`src/rtl/frame_cfg_pkg.sv`:
```
// Shared definitions for the frame configuration writer: FSM states, header sync byte and field positions.
// FRAME_CFG_CHECKSUM_EN adds the CHECK state used for the trailing XOR checksum word.
package frame_cfg_pkg;

  localparam int unsigned WordW    = 32;
  localparam int unsigned FieldW   = 8;
  localparam logic [7:0]  SyncByte = 8'hFA;

  localparam int unsigned SyncMsb  = 31;
  localparam int unsigned SyncLsb  = 24;
  localparam int unsigned ColMsb   = 23;
  localparam int unsigned ColLsb   = 16;
  localparam int unsigned FrameMsb = 15;
  localparam int unsigned FrameLsb = 8;

  typedef enum logic [2:0] {
    ST_IDLE,
    ST_LOAD,
`ifdef FRAME_CFG_CHECKSUM_EN
    ST_CHECK,
`endif
    ST_STROBE,
    ST_GAP
  } state_e;

endpackage

```
`src/rtl/frame_cfg_strobe_dec.sv`:
```
// Column/frame one-hot strobe decoder; valid_c is low when either index is out of range.
module frame_cfg_strobe_dec
  import frame_cfg_pkg::*;
#(
  parameter int unsigned MaxFramesPerCol = 20,
  parameter int unsigned NumColumns      = 8
) (
  input  logic [FieldW-1:0]                     col,
  input  logic [FieldW-1:0]                     frame,
  output logic [NumColumns*MaxFramesPerCol-1:0] onehot_c,
  output logic                                  valid_c
);

  localparam int unsigned NumStrobes = NumColumns * MaxFramesPerCol;

  logic [31:0] idx_c;

  always_comb begin
    valid_c  = (32'(col) < NumColumns) && (32'(frame) < MaxFramesPerCol);
    idx_c    = 32'(col) * 32'(MaxFramesPerCol) + 32'(frame);
    onehot_c = '0;
    for (int unsigned i = 0; i < NumStrobes; i++) begin
      onehot_c[i] = valid_c && (idx_c == 32'(i));
    end
  end

endmodule

```
`src/rtl/frame_cfg_writer.sv`:
```
// Streams a header plus NumRows row words into FrameData, then pulses one FrameStrobe bit.
// With FRAME_CFG_CHECKSUM_EN a trailing XOR checksum word gates the strobe.
module frame_cfg_writer
  import frame_cfg_pkg::*;
#(
  parameter int unsigned FrameBitsPerRow = 32,
  parameter int unsigned MaxFramesPerCol = 20,
  parameter int unsigned NumRows         = 4,
  parameter int unsigned NumColumns      = 8
) (
  input  logic                                  CLK,
  input  logic                                  resetn,
  input  logic [31:0]                           s_data,
  input  logic                                  s_valid,
  output logic                                  s_ready,
  output logic [NumRows*FrameBitsPerRow-1:0]    FrameData,
  output logic [NumColumns*MaxFramesPerCol-1:0] FrameStrobe,
  input  logic                                  err_clr,
  output logic                                  err,
  output logic                                  busy,
  output logic [15:0]                           frames_done
);

  localparam int unsigned DataW   = NumRows * FrameBitsPerRow;
  localparam int unsigned StrobeW = NumColumns * MaxFramesPerCol;
  localparam int unsigned RowW    = (NumRows > 1) ? $clog2(NumRows) : 1;
  localparam logic [RowW-1:0] LastRow = RowW'(NumRows - 1);

  state_e              state_q, state_d;
  logic [RowW-1:0]     row_q, row_d;
  logic [FieldW-1:0]   col_q, col_d;
  logic [FieldW-1:0]   frm_q, frm_d;
  logic [DataW-1:0]    frame_data_q, frame_data_d;
  logic [StrobeW-1:0]  strobe_q, strobe_d;
  logic                err_q, err_d;
  logic [15:0]         frames_done_q, frames_done_d;
  logic                s_ready_q, s_ready_d;
  logic                busy_q, busy_d;

  logic                accept_c;
  logic                sync_ok_c;
  logic                last_row_c;
  logic                dec_valid_c;
  logic [StrobeW-1:0]  dec_onehot_c;

`ifdef FRAME_CFG_CHECKSUM_EN
  logic [WordW-1:0]    csum_q, csum_d;
  logic                csum_ok_c;
  assign csum_ok_c = (s_data == csum_q);
`else
  logic                unused_c;
  assign unused_c = ^s_data[FrameLsb-1:0];
`endif

  assign accept_c   = s_valid && s_ready_q;
  assign sync_ok_c  = (s_data[SyncMsb:SyncLsb] == SyncByte);
  assign last_row_c = (row_q == LastRow);

  frame_cfg_strobe_dec #(
    .MaxFramesPerCol (MaxFramesPerCol),
    .NumColumns      (NumColumns)
  ) u_strobe_dec (
    .col      (col_q),
    .frame    (frm_q),
    .onehot_c (dec_onehot_c),
    .valid_c  (dec_valid_c)
  );

  always_ff @(posedge CLK or negedge resetn) begin
    if (!resetn) state_q <= ST_IDLE;
    else         state_q <= state_d;
  end

  // Out-of-range targets and checksum mismatches skip STROBE and go straight to GAP.
  always_comb begin
    state_d = state_q;
    case (state_q)
      ST_IDLE:   if (accept_c && sync_ok_c) state_d = ST_LOAD;
      ST_LOAD: begin
        if (accept_c && last_row_c) begin
`ifdef FRAME_CFG_CHECKSUM_EN
          state_d = ST_CHECK;
`else
          state_d = dec_valid_c ? ST_STROBE : ST_GAP;
`endif
        end
      end
`ifdef FRAME_CFG_CHECKSUM_EN
      ST_CHECK:  if (accept_c) state_d = (csum_ok_c && dec_valid_c) ? ST_STROBE : ST_GAP;
`endif
      ST_STROBE: state_d = ST_GAP;
      ST_GAP:    state_d = ST_IDLE;
      default:   state_d = ST_IDLE;
    endcase
  end

  always_comb begin
    row_d         = row_q;
    col_d         = col_q;
    frm_d         = frm_q;
    frame_data_d  = frame_data_q;
    strobe_d      = '0;
    err_d         = err_q && !err_clr;
    frames_done_d = frames_done_q;
    s_ready_d     = !((state_d == ST_STROBE) || (state_d == ST_GAP));
    busy_d        = (state_d != ST_IDLE);
`ifdef FRAME_CFG_CHECKSUM_EN
    csum_d        = csum_q;
`endif

    if ((state_q == ST_IDLE) && accept_c) begin
      if (sync_ok_c) begin
        col_d = s_data[ColMsb:ColLsb];
        frm_d = s_data[FrameMsb:FrameLsb];
        row_d = '0;
`ifdef FRAME_CFG_CHECKSUM_EN
        csum_d = s_data;
`endif
      end else begin
        err_d = 1'b1;
      end
    end

    if ((state_q == ST_LOAD) && accept_c) begin
      for (int unsigned r = 0; r < NumRows; r++) begin
        if (row_q == RowW'(r)) begin
          frame_data_d[r*FrameBitsPerRow +: FrameBitsPerRow] = FrameBitsPerRow'(s_data);
        end
      end
      row_d = row_q + RowW'(1);
`ifdef FRAME_CFG_CHECKSUM_EN
      csum_d = csum_q ^ s_data;
`endif
    end

    // Strobe and count are registered on the same edge that enters STROBE.
    if ((state_d == ST_STROBE) && (state_q != ST_STROBE)) begin
      strobe_d      = dec_onehot_c;
      frames_done_d = frames_done_q + 16'd1;
    end

    if ((state_d == ST_GAP) && (state_q != ST_STROBE)) begin
      err_d = 1'b1;
    end
  end

  always_ff @(posedge CLK or negedge resetn) begin
    if (!resetn) begin
      row_q         <= '0;
      col_q         <= '0;
      frm_q         <= '0;
      frame_data_q  <= '0;
      strobe_q      <= '0;
      err_q         <= 1'b0;
      frames_done_q <= '0;
      s_ready_q     <= 1'b0;
      busy_q        <= 1'b0;
`ifdef FRAME_CFG_CHECKSUM_EN
      csum_q        <= '0;
`endif
    end else begin
      row_q         <= row_d;
      col_q         <= col_d;
      frm_q         <= frm_d;
      frame_data_q  <= frame_data_d;
      strobe_q      <= strobe_d;
      err_q         <= err_d;
      frames_done_q <= frames_done_d;
      s_ready_q     <= s_ready_d;
      busy_q        <= busy_d;
`ifdef FRAME_CFG_CHECKSUM_EN
      csum_q        <= csum_d;
`endif
    end
  end

  assign s_ready     = s_ready_q;
  assign FrameData   = frame_data_q;
  assign FrameStrobe = strobe_q;
  assign err         = err_q;
  assign busy        = busy_q;
  assign frames_done = frames_done_q;

endmodule
```
`config.mk`:
```
export PLATFORM = sky130hd
export DESIGN_NAME = frame_cfg_writer
export DESIGN_NICKNAME = d
export VERILOG_FILES = /design/src/rtl/frame_cfg_pkg.sv /design/src/rtl/frame_cfg_strobe_dec.sv /design/src/rtl/frame_cfg_writer.sv
export SDC_FILE = /design/constraint.sdc
export NUM_CORES = 1
export LEC_CHECK = 0
export ABC_AREA = 0
export CORE_MARGIN = 10
export CORE_UTILIZATION = 24
export CTS_BUF_LIST = sky130_fd_sc_hd__clkbuf_4 sky130_fd_sc_hd__clkbuf_8
export DETAILED_ROUTE_END_ITERATION = 10
export PLACE_DENSITY = 0.42
export RECOVER_POWER = 50
export SLEW_MARGIN = 25
export SYNTH_ARGS = -nofsm -noshare
export SYNTH_HDL_FRONTEND = slang
export SYNTH_HIERARCHICAL = 1
export SYNTH_SLANG_ARGS = --single-unit
```
`constraint.sdc`:
```
create_clock -name CLK -period 4.7 [get_ports CLK]
set_clock_uncertainty 0.2 [all_clocks]
set_input_delay 1.41 -clock CLK [delete_from_list [all_inputs] [get_ports CLK]]
set_output_delay 1.41 -clock CLK [all_outputs]
set_load 0.01 [all_outputs]
```
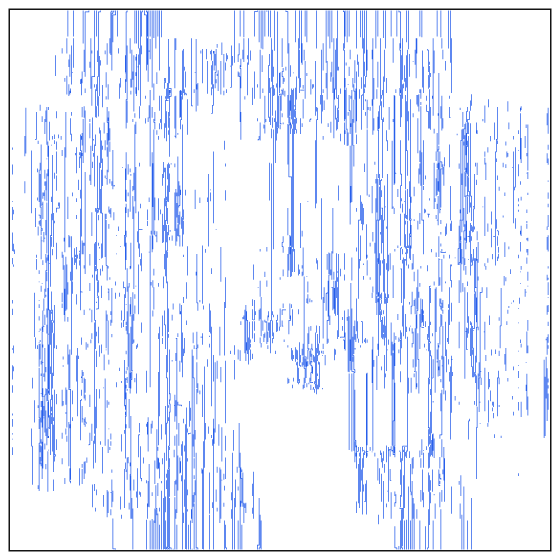
**Above:** run 1 (M2 wires).
longest straight run: 83.3 microns
wire length on this layer: 21.1 mm
main direction: vertical
share of all routed wire: 44%
vias: 9991
GR met2 Demand/Resource: 21.4%

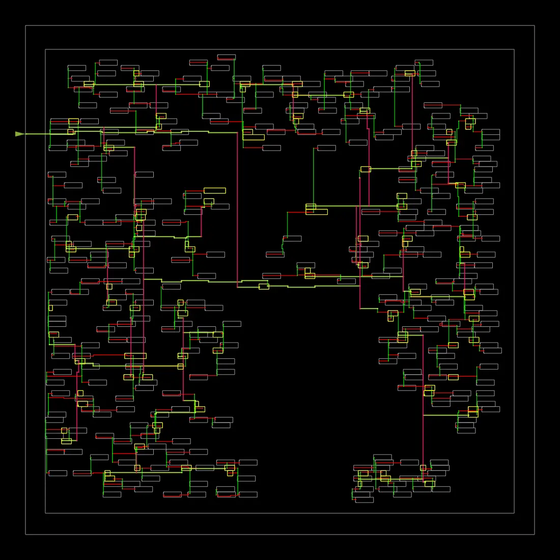
**Above:** run 1 (clock routing).
count of clock tree sinks: 328
tally of clock buffers in the finished layout: 93
clk pwr: 2.96 mW
number of buffers inserted during clock tree synthesis: 61

==> CHANGELOG.md, run 1 <==
## Implementation

- Critical path launch point: s_valid
- Met3 wirelength from detailed routing: 5230 microns
- Outcome: complete, but fails checks
- Final max-slew violation count: 175
- Part of the total power dissipated in sequential elements: 45.8%
- Chip Height: 260 microns
- Finished Core Util: 34.2%
- Clock slew at reported path FFs: 60 ps
- Top cells by count, synth: 328 x dfrtp_1, 160 x and2_1, 138 x nand2_1, 129 x nor3_1, 104 x mux2_2
- GPL Wtd Cong: 0.744
- Violations in the final reports: max-capacitance violations, max-slew violations
- Number of buffers between clock root and the deepest sink: 3
- Share of power burned in the clock network: 47.2%
- Number of cells on the critical path: 7
- Endpoints failing hold: 0
- Number of maximum-capacitance constraint violations: 3
- Biggest consumer: clock
- Fraction of layout instances using a drive strength above 1: 17.1%
- Cell internal power dissipation: 4.74 mW
- Worst reg2reg setup slack: 640 ps
- Most common cell in the netlist: dfrtp_1
- Flops after synth: 328
- Top Family by Delay on Critical Path: buffers and inverters
- Slowest-stage cell, CP: clkbuf_1
- Net switching power: 1.54 mW
- Std cell rows: 87
- RR Endpoint: FrameStrobe[73]
- Wire length of the first global-routing pass: 71400 microns
- Synthesis area per yosys: 13800 sq um
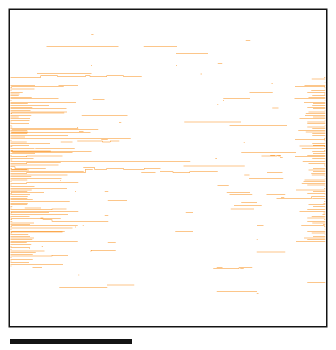
**Above:** run 1 (met3 routing).
Bar = 100 microns.
main direction: horizontal
longest straight run: 147 microns
nets with wire on the layer: 234
share of all routed wire: 11%
drt total wl: 47500 microns
global-route met3 utilization: 6.38%

==> run 1: per-stage QoR <==
| stage | cells | area [sq um] | total power [mW] |
|---|---|---|---|
| final | 2322 | 19400 | 6.28 |
| after global routing | 2322 | 19400 | 6.58 |
| after CTS | 2322 | 19500 | 6.42 |
| after detailed placement | 2217 | 18100 | 3.38 |
| after global placement | 2217 | 18100 | 3.38 |
| after floorplan | 1168 | 13800 | 3.12 |
==> run 1: sequential cells by signal (all words and copies together) (netlist names) <==
name         flops
FrameData      128
row_q            2
busy             1
FrameStrobe    160
state_q          3
col_q            8
err              1
frames_done     16
s_ready          1
frm_q            8
==> run 1: final cells by class <==
cell class                 count  area, sq um  area share [%]
sequential                   328         8210            42.4
multi-input combinational    746         5200            26.9
timing repair buffer         371         3660            18.9
clock buffer                  93         1140            5.86
tap                          756          946            4.88
clock inverter                12          168           0.865
inverter                      16         60.1           0.310
==> run 1: per-layer routing <==
metal	track usage [%]	vias up
met3	6.38	61
met4	3.41	2
met2	21.4	331
met5	0	-
met1	17.0	4897
li1	-	4700
==> run 1: kinds of logic (layout without fill, tap and decap cells) <==
logic type / count (synthesis) / in the layout / share of synthesized area, %
AND/OR/NAND/NOR: 547 / 547 / 21.6
flip-flops: 328 / 328 / 59.5
multiplexers: 113 / 113 / 9.47
buffers and inverters: 94 / 492 / 2.89
AND-OR/OR-AND: 40 / 40 / 2.89
adder cells (fa/ha/maj): 25 / 25 / 2.38
XOR/XNOR: 20 / 20 / 1.27
other: 1 / 1 / 0.0272
==> run 1: worst min-delay path: stages (launching register included) <==
cell and delay (ps):
dfrtp_1 340, nand2_1 50, nand2_1 60
## Run 2: what changed since run 1
--- a/config.mk
+++ b/config.mk
@@ -6,6 +6,8 @@
 export NUM_CORES = 1
 export LEC_CHECK = 0
 export ABC_AREA = 0
+export ABC_CLOCK_PERIOD_IN_PS = 4700
+export CAP_MARGIN = 30
 export CORE_MARGIN = 10
 export CORE_UTILIZATION = 24
 export CTS_BUF_LIST = sky130_fd_sc_hd__clkbuf_4 sky130_fd_sc_hd__clkbuf_8
==> CHANGELOG.md, run 2 <==
## Implementation

- Most common cell in the netlist: dfrtp_1
- Sequential cell area: 8210 sq um (unchanged)
- Simple logic cell fraction of the synthesized area: 21.6% (unchanged)
- Total instance count after detailed placement: 2217 (unchanged)
- Adder Area Share: 2.38% (unchanged)
- Final std cell area, no fill: 19400 sq um (about the same)
- Number of buffers between clock root and the deepest sink: 3 (unchanged)
- Slowest-stage cell, CP: clkbuf_1
- Max FFs per register: 160 (unchanged)
- MI comb area: 5200 sq um (unchanged)
- Violations in the final reports: max-capacitance violations, max-slew violations
- Number of standard cells in the layout, taps in and fillers out: 2323 (+0.043%)
- Cell internal power dissipation: 4.74 mW (about the same)
- GPL Wtd Cong: 0.744 (unchanged)
- Chip Height: 260 microns (unchanged)
- Fraction of layout instances using a drive strength above 1: 17.2% (+0.053 points)
- Tool warnings: 33
- Mux cell area share after synthesis: 9.47% (unchanged)
- Final max-slew violation count: 175 (unchanged)
- Compound-Gate Fraction of Synth Area: 2.89% (unchanged)
- Number of maximum-capacitance constraint violations: 3 (unchanged)
- XOR/XNOR share of the synthesized area: 1.27% (unchanged)
- Net switching power: 1.53 mW (-0.16%)
- Synthesis area per yosys: 13800 sq um (unchanged)
- Part of the total power dissipated in sequential elements: 45.8% (about the same)
- Clock slew at reported path FFs: 60 ps (about the same)
- Combinational cell fraction of total power: 7.1%
- Finished Core Util: 34.3% (about the same)
- Wire length of the first global-routing pass: 71400 microns (unchanged)
- Number of buffers inserted during clock tree synthesis: 61 (unchanged)
- Post-synth net total: 1229
- Std cell rows: 87 (unchanged)
- Final Total Pwr: 6.28 mW (about the same)
- Outcome: complete, but fails checks
- Endpoints failing hold: 0 (unchanged)
- Dominant combinational family: simple AND/OR/NAND/NOR gates
- Count of clock tree sinks: 328 (unchanged)
- Top cells by count, synth: 328 x dfrtp_1, 160 x and2_1, 138 x nand2_1, 129 x nor3_1, 104 x mux2_2
- Flops after synth: 328 (unchanged)
## run 2: worst max-delay path: cells and delay by family
kind / cells / cell delay [ps]
XOR/XNOR: 1 / 140
buffers and inverters: 2 / 2050
AND/OR/NAND/NOR: 4 / 760
## run 2: area by class of cell
| type | instances | area share [%] |
|---|---|---|
| Clock buffer | 93 | 5.86 |
| Clock inverter | 12 | 0.864 |
| Inverter | 16 | 0.310 |
| Multi-Input combinational cell | 746 | 26.8 |
| Sequential cell | 328 | 42.3 |
| Tap cell | 756 | 4.88 |
| Timing Repair Buffer | 372 | 18.9 |
## run 2: cells by family (layout without fill, tap and decap cells)
family / count (synthesis) / in the layout
buf+inv: 94 / 493
compound gates: 40 / 40
other cells: 1 / 1
fa+ha+maj: 25 / 25
simple gates: 547 / 547
mux: 113 / 113
xor+xnor: 20 / 20
flops: 328 / 328
## run 2: final timing paths
kind	startpoint	end	slack, ps	cells after the start
worst max-delay path	s_valid	frames_done[10]	630	7
worst min-delay path	FrameData[112]	FrameData[112]	270	2
worst max register to register	col_q[1]	FrameStrobe[9]	650	13
worst min register to register	FrameData[112]	FrameData[112]	270	2
max in group asynchronous	resetn	FrameStrobe[2]	940	2
min in group asynchronous	resetn	FrameStrobe[98]	1510	1
## run 2: metal layers
metal	track usage, %	vias to the layer above	routed length (microns)	part of all wire (%)
met3	6.38	63	5100	11
met1	17.0	4913	20400	43
met4	3.41	2	791	1.7
li1	-	4700	-	-
met5	0	-	9	0.019
met2	21.4	319	21200	45
## run 2: power groups by stage
stage          combinational (mW)  clock (mW)  sequential [mW]
2_1_floorplan               0.188           0             2.93
3_3_place_gp                0.458           0             2.92
3_5_place_dp                0.460           0             2.92
4_1_cts                     0.461        3.08             2.87
5_1_grt                     0.492        3.21             2.88
6_report                    0.444        2.96             2.88
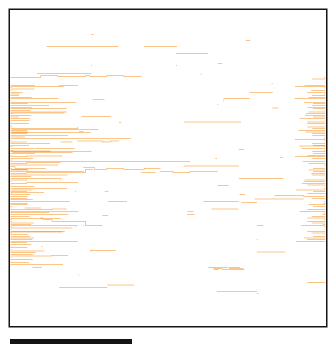
**Above:** run 2 (met3 routing).
Bar = 100 microns.
longest straight run: 147 microns
nets with wire on the layer: 230
share of all routed wire: 11%
main direction: horizontal
vias: 9997
drt total wl: 47500 microns

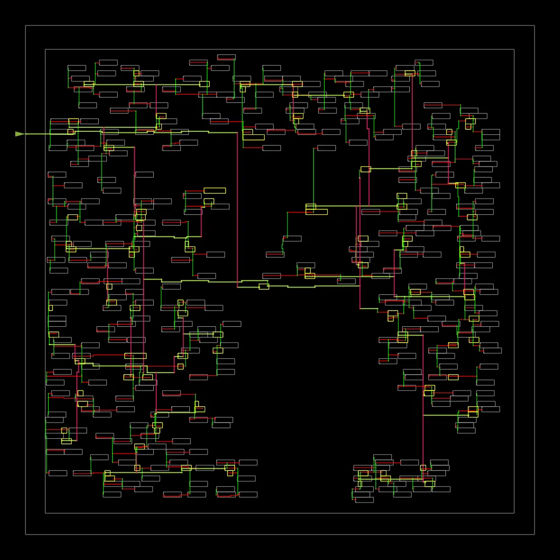
**Above:** run 2 (clock routing).
clock insertion delay at the later pin of the skew report: 640 ps
number of flip-flops and latches: 328

**Run 2: M1 wires**

Bar = 100 microns. Cells faint in the background.
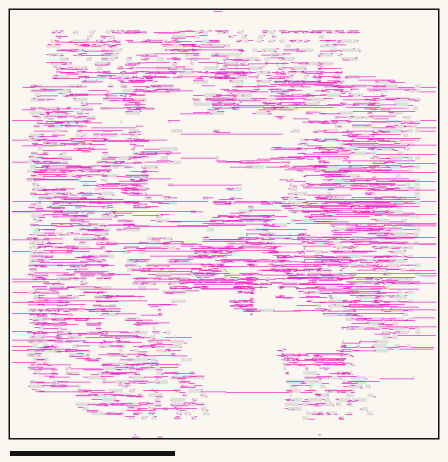

## Run 3: what changed since run 2
--- a/config.mk
+++ b/config.mk
@@ -7,10 +7,8 @@
 export LEC_CHECK = 0
 export ABC_AREA = 0
 export ABC_CLOCK_PERIOD_IN_PS = 4700
-export CAP_MARGIN = 30
 export CORE_MARGIN = 10
 export CORE_UTILIZATION = 24
-export CTS_BUF_LIST = sky130_fd_sc_hd__clkbuf_4 sky130_fd_sc_hd__clkbuf_8
 export DETAILED_ROUTE_END_ITERATION = 10
 export PLACE_DENSITY = 0.42
 export RECOVER_POWER = 50
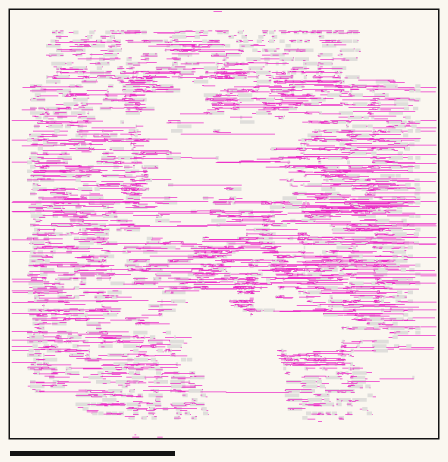
**Above:** run 3 (M1 wires).
Bar = 100 microns. Cells faint in the background.
share of all routed wire: 43%
nets with wire on the layer: 1365
wire length on this layer: 20.4 mm
main direction: horizontal
longest straight run: 119 microns
global-route track usage on met1: 17.0%
vias: 9896
drt total wl: 47300 microns

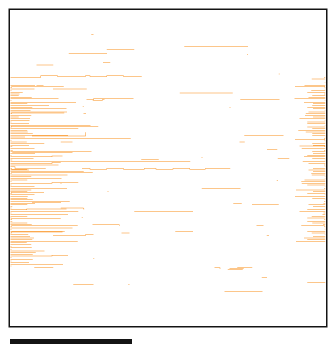
**Above:** run 3 (met3 routing).
Bar = 100 microns.
main direction: horizontal
nets with wire on the layer: 225
share of all routed wire: 10%
longest straight run: 147 microns
global-route met3 utilization: 6.21%

==> CHANGELOG.md, run 3 <==
## Implementation

- Flops after synth: 328 (unchanged)
- Count of clock tree sinks: 328 (unchanged)
- Count of library flops with an enable pin: 0
- Worst Hold Depth: 2 (unchanged)
- Startpoint of the most critical hold path: FrameData[112]
- Outcome: complete, but fails checks
- Topmost layer with routed signal wires: met5
- Clock insertion delay at the later pin of the skew report: 560 ps (-80 ps)
- GPL Wtd Cong: 0.744 (unchanged)
- Yosys Warn Count: 6
- Worst reg2reg setup slack: 630 ps (-20 ps)
- Most common cell in the netlist: dfrtp_1
- Post-synth net total: 1229 (unchanged)
- Area growth syn-to-layout: 40.3%
- Endpoints failing hold: 0 (unchanged)
- Worst Reg-to-Reg Cells: 13 (unchanged)
- Clock slew at reported path FFs: 60 ps (about the same)
- Upper clock frequency limit: 0.237 GHz
- Met3 wirelength from detailed routing: 4850 microns (-4.8%)
- Worst reg2reg path startpoint: col_q[1]
- Total met2 wirelength after detailed routing: 21300 microns (+0.25%)
- Worst min-delay path endpoint: FrameData[112]
- Unrepaired setup endpoints after global routing: false
- Tool warnings: 33 (unchanged)
- Starting DRC count in detailed routing: 445
- Fraction of layout instances using a drive strength above 1: 14.5% (-2.7 points)
- Number of buffers inserted during clock tree synthesis: 40 (-34%)
- Max FFs per register: 160 (unchanged)
- Number of buffers between clock root and the deepest sink: 3 (unchanged)
- Wire length of the first global-routing pass: 71100 microns (-0.36%)
- M1 wire length: 20400 microns (+0.14%)
- Per-cell via count in the routed design: 4.33
- Std cell rows: 87 (unchanged)
- Violations in the final reports: max-capacitance violations, max-slew violations
- Final max-slew violation count: 175 (unchanged)
- Type of origin of the critical path: input port
- Synthesis area per yosys: 13800 sq um (unchanged)
- Chip Height: 260 microns (unchanged)
- Top cells by count, synth: 328 x dfrtp_1, 160 x and2_1, 138 x nand2_1, 129 x nor3_1, 104 x mux2_2
- Layer carrying the most global-route usage: met2
- GR met2 Demand/Resource: 21.5% (+0.14 points)
- Number of maximum-capacitance constraint violations: 3 (unchanged)
- Post-synth seq share: 59.5%
- RR Endpoint: FrameStrobe[128]
run 3: cell counts after synthesis:
No cell type changed its count.
run 3: where the power goes:
group / switching [mW] / internal (mW) / total (mW)
Combinational: 0.299 / 0.145 / 0.444
Sequential: 0.0205 / 2.85 / 2.87
Clock: 1.22 / 1.79 / 3.01
run 3: stage by stage:
step	instances	instance area, sq um	util (%)	total power, mW	hold slack (ps)
2_1_floorplan	1168	13800	-	3.12	301
3_3_place_gp	2217	18100	32.1	3.38	260
3_5_place_dp	2217	18100	32.1	3.38	263
4_1_cts	2286	19400	34.3	6.46	279
5_1_grt	2286	19400	34.2	6.62	293
6_report	2286	19400	34.2	6.32	274
run 3: worst max path at each step:
stage / from / end / slack (ps) / cells past startpoint
2_1_floorplan: col_q[1] / FrameStrobe[100] / 1130 / 14
3_3_place_gp: s_data[26] / row_q[0] / 710 / 5
3_5_place_dp: col_q[1] / FrameStrobe[73] / 630 / 10
4_1_cts: col_q[1] / FrameStrobe[73] / 610 / 10
5_1_grt: s_valid / frames_done[10] / 200 / 7
6_report: s_valid / frames_done[10] / 480 / 7
run 3: logic make-up (layout without fill, tap and decap cells):
logic type,count (synthesis),count (layout),synth area share (%)
and+or+nand+nor,547,547,21.6
muxes,113,113,9.47
buffers and inverters,94,456,2.89
xor gates and xnor gates,20,20,1.27
AOI/OAI and AO/OA,40,40,2.89
other,1,1,0.0272
adders and majority gates,25,25,2.38
DFF,328,328,59.5
run 3: area by class of cell:
class	count	area (sq um)
clock buffer	58	1140
clock inverter	11	118
fill	5745	37300
inverter	16	60.1
multi-input combinational	746	5220
sequential	328	8210
tap	756	946
timing repair buffer	371	3660
run 3: worst max-delay path: stages:
cell	delay (ps)
dlygate4sd3_1	580
nand3_1	160
nand2b_2	130
clkbuf_1	1480
nor2_1	260
nor4b_2	280
xor2_1	140
Power is estimated from default activity; no workload was simulated.
